`src/rtl/paddle_array_ctrl.sv`:
```
// Paddle array controller: N_PAD independent paddles with tick-paced,
// accelerating movement clamped to the playfield.
//
// Ports:
//   CLK     system clock, rising edge
//   RST     synchronous active-high reset
//   EN      run enable; low pauses all paddles
//   CENTER  recentre all paddles on the next edge
//   UP      per-paddle up buttons (bit i -> paddle i)
//   DOWN    per-paddle down buttons
//   POS     packed top-row positions, paddle i at [i*POS_W +: POS_W]
//   AT_TOP  paddle i at top limit
//   AT_BOT  paddle i at bottom limit
//   MOVING  paddle i not idle
module paddle_array_ctrl #(
    parameter int N_PAD       = 2,
    parameter int SCR_H       = 20,
    parameter int PADDLE_H    = 6,
    parameter int POS_W       = 11,
    parameter int TICK_DIV    = 4,
    parameter int ACCEL_TICKS = 3
) (
    input  logic                   CLK,
    input  logic                   RST,
    input  logic                   EN,
    input  logic                   CENTER,
    input  logic [N_PAD-1:0]       UP,
    input  logic [N_PAD-1:0]       DOWN,
    output logic [N_PAD*POS_W-1:0] POS,
    output logic [N_PAD-1:0]       AT_TOP,
    output logic [N_PAD-1:0]       AT_BOT,
    output logic [N_PAD-1:0]       MOVING
);

    localparam logic [POS_W-1:0] POS_MIN = POS_W'(1);
    localparam logic [POS_W-1:0] POS_MAX = POS_W'(SCR_H - 1 - PADDLE_H);
    localparam logic [POS_W-1:0] POS_CTR = POS_W'((SCR_H - PADDLE_H) / 2);

    localparam int CNT_W  = (TICK_DIV > 1) ? $clog2(TICK_DIV) : 1;
    localparam int HOLD_W = $clog2(ACCEL_TICKS + 1);

    localparam logic [CNT_W-1:0]  CNT_LAST = CNT_W'(TICK_DIV - 1);
    localparam logic [HOLD_W-1:0] HOLD_MAX = HOLD_W'(ACCEL_TICKS);

    typedef enum logic [2:0] {
        IDLE,
        UP_SLOW,
        DOWN_SLOW,
        UP_FAST,
        DOWN_FAST
    } state_t;

    logic [CNT_W-1:0] tick_cnt;
    logic             tick;

    // With TICK_DIV=1 the counter stays at 0 and tick is permanently high.
    assign tick = (tick_cnt == CNT_LAST);

    always_ff @(posedge CLK) begin
        if (RST) begin
            tick_cnt <= '0;
        end else if (tick) begin
            tick_cnt <= '0;
        end else begin
            tick_cnt <= tick_cnt + CNT_W'(1);
        end
    end

    for (genvar g = 0; g < N_PAD; g++) begin : g_pad
        state_t            state_q;
        state_t            state_d;
        logic [HOLD_W-1:0] hold_q;
        logic [HOLD_W-1:0] hold_d;
        logic [HOLD_W-1:0] hold_inc;
        logic [POS_W-1:0]  pos_q;
        logic [POS_W-1:0]  pos_d;
        logic [POS_W-1:0]  step;
        logic              req_up;
        logic              req_dn;
        logic              cur_up;
        logic              cur_dn;
        logic              same_dir;
        logic              blocked;
        logic              fast;

        assign req_up = UP[g] & ~DOWN[g];
        assign req_dn = DOWN[g] & ~UP[g];
        assign cur_up = (state_q == UP_SLOW) || (state_q == UP_FAST);
        assign cur_dn = (state_q == DOWN_SLOW) || (state_q == DOWN_FAST);

        assign same_dir = (req_up & cur_up) | (req_dn & cur_dn);

        // A request pushing into a limit is a no-op: state and hold stay.
        assign blocked = (req_up & (pos_q <= POS_MIN)) |
                         (req_dn & (pos_q >= POS_MAX));

        always_ff @(posedge CLK) begin
            if (RST || CENTER) begin
                state_q <= IDLE;
                hold_q  <= '0;
                pos_q   <= POS_CTR;
            end else begin
                state_q <= state_d;
                hold_q  <= hold_d;
                pos_q   <= pos_d;
            end
        end

        always_comb begin
            state_d  = state_q;
            hold_d   = hold_q;
            pos_d    = pos_q;
            hold_inc = HOLD_W'(1);
            fast     = 1'b0;
            step     = POS_W'(1);
            if (!EN) begin
                state_d = IDLE;
                hold_d  = '0;
            end else if (tick) begin
                if (!req_up && !req_dn) begin
                    state_d = IDLE;
                    hold_d  = '0;
                end else if (!blocked) begin
                    if (same_dir) begin
                        hold_inc = (hold_q >= HOLD_MAX) ? HOLD_MAX
                                                        : hold_q + HOLD_W'(1);
                        fast     = (hold_inc == HOLD_MAX);
                    end
                    hold_d = hold_inc;
                    step   = fast ? POS_W'(2) : POS_W'(1);
                    if (req_up) begin
                        state_d = fast ? UP_FAST : UP_SLOW;
                        pos_d   = ((pos_q - POS_MIN) < step) ? POS_MIN
                                                             : pos_q - step;
                    end else begin
                        state_d = fast ? DOWN_FAST : DOWN_SLOW;
                        pos_d   = ((POS_MAX - pos_q) < step) ? POS_MAX
                                                             : pos_q + step;
                    end
                end
            end
        end

        assign POS[g*POS_W +: POS_W] = pos_q;
        assign AT_TOP[g] = (pos_q == POS_MIN);
        assign AT_BOT[g] = (pos_q == POS_MAX);
        assign MOVING[g] = (state_q != IDLE);
    end

endmodule

```
`config.mk`:
```
export PLATFORM = sky130hd
export DESIGN_NAME = paddle_array_ctrl
export DESIGN_NICKNAME = d
export VERILOG_FILES = /design/src/rtl/paddle_array_ctrl.sv
export SDC_FILE = /design/constraint.sdc
export NUM_CORES = 1
export LEC_CHECK = 0
export CORE_AREA = 5 5 89 91
export DETAILED_ROUTE_END_ITERATION = 8
export DIE_AREA = 0 0 94 96
export HOLD_SLACK_MARGIN = 0.05
export PLACE_DENSITY_LB_ADDON = 0.25
export SYNTH_ARGS = -nofsm -noshare
export SYNTH_HDL_FRONTEND = slang
export SYNTH_SLANG_ARGS = --single-unit
```
`constraint.sdc`:
```
create_clock -name CLK -period 2.88 [get_ports CLK]
set_input_delay 0.288 -clock CLK [delete_from_list [all_inputs] [get_ports CLK]]
set_output_delay 0.288 -clock CLK [all_outputs]
set_load 0.005 [all_outputs]
```
route_heat.png
The die is cut into 19 by 19 equal tiles; dark purple is low, yellow is high, scaled to the fullest tile. Values are wire area over tile area, all layers added.
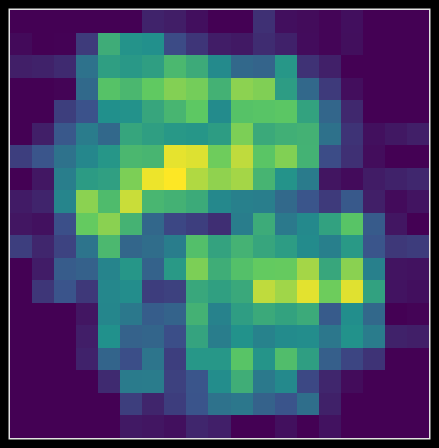
- nearly empty tiles: 22%
- tiles over half the peak: 30%
- densest ninth of the die: centre
drt total wl: 10400 µm
via count: 3744
GRT Total Usage: 22.1%

ff_map.png
The bar under the picture is 20 µm long. Other cells in grey.
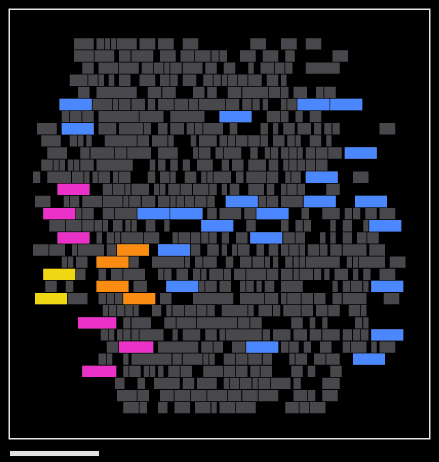
- `g_pad.pos_q`: blue (flops 22)
- `tick_cnt`: yellow (flops 2)
- `g_pad.state_q`: magenta (flops 6)
- `g_pad.hold_q`: orange (flops 4)
Seq area share: 15.0%
Sequential Area: 687 µm²
fin util: 65.0%
Sequential Power: 477 µW

layers.png
Only two layers are drawn.
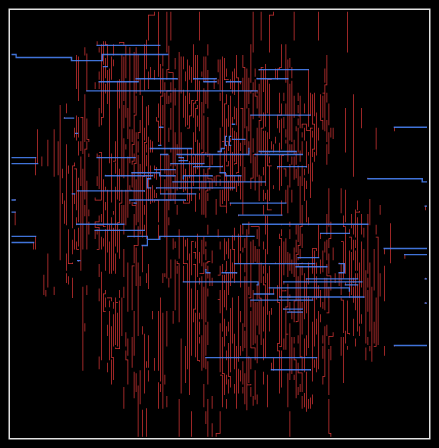
- M3: blue (wire length 719 µm)
- M2: red (wire length 4870 µm)

==> impl_metrics.env <==
# implementation run metrics
export IMPL_nets=579
export IMPL_tns_ns=0
export IMPL_fill_cells=597
export IMPL_simple_gate_area_share_pct=29.5
export IMPL_viasPerCell=5.89
export IMPL_grt_busiest_layer="met2"
export IMPL_async_reset_ff_share_pct=0
export IMPL_outcome="finished clean"
export IMPL_path_depth=16
export IMPL_cap_viol_max_count=0
export IMPL_synth_distinct_cells=61
export IMPL_regToRegSetupSlack_ns=0.13
export IMPL_core_area_um2=7060
export IMPL_maxPowerGroup="registers"
export IMPL_netlist_top_cells_area="dfxtp_1 21%, ha_1 12%, nand2_1 4.8%, o21ai_0 4.3%, nor2_1 4.0%"
export IMPL_largest_reg_flops=22
export IMPL_io_pins=36
export IMPL_whs_endpoint="tick_cnt[0]$_SDFF_PP0_"
export IMPL_crit_end="g_pad[0].pos_q[10]$_SDFFE_PP0P_"
export IMPL_dp_slack_ns=-0.557
export IMPL_clkPwrFrac_pct=38.1
export IMPL_cts_hold_buf=0
export IMPL_netlist_instances=442
export IMPL_path_clk_slew_ns=0.08
export IMPL_critPathBufInv=3
export IMPL_mostFrequentLayoutCells="71 x buf_4, 40 x nand2_1, 31 x dfxtp_1, 31 x clkdlybuf4s50_1, 30 x nor2_1"
export IMPL_avgSynthCellArea_um2=7.37
export IMPL_num_multi_input_gates=352
export IMPL_routed_wl_met3_um=718
export IMPL_aoi_share_pct=24.2
export IMPL_endpoint_kind="flop"
export IMPL_net_switching_power_uw=265
export IMPL_crit_path_start="g_pad[0].state_q[1]$_SDFFE_PP0P_"
export IMPL_hpwlAfterDp_um=7210
export IMPL_leakagePower_nw=1.84
export IMPL_drive_gt1_share_pct=29.1
export IMPL_ys_sh_adder_pct=14.4
export IMPL_synth_cells_yosys=442
export IMPL_irDropWorstVdd_mv=0.240
export IMPL_grt_met2_usage_pct=36.2
export IMPL_rsz0062_at_grt="true"
export IMPL_reg_top3="g_pad.pos_q: 22 flops, g_pad.state_q: 6 flops, g_pad.hold_q: 4 flops"
export IMPL_cpPeakStageDelay_ns=0.38
export IMPL_worst_pin_slew_ns=0.693
util_map.png
The bar under the picture is 20 µm long. The die is cut into 9 by 10 equal tiles; dark purple is low, yellow is high, 0 to 100% covered.
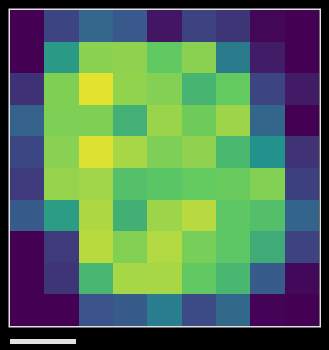
- fullest tile: 96%
- emptiest ninth of the die: upper right
- nearly empty tiles: 13%
- mean over tiles: 50%

clock_nets.png
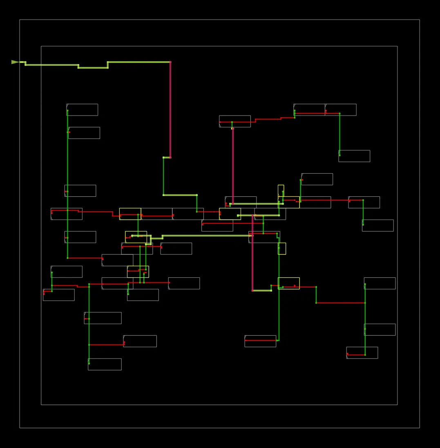
P_clk: 379 µW
clock buffer count: 7
clk_lat worst skew: 0.29 ns
Setup Skew: 0.00729 ns
seq_cells: 34

Power figures rest on the tool's default switching activity, not on a simulated workload.
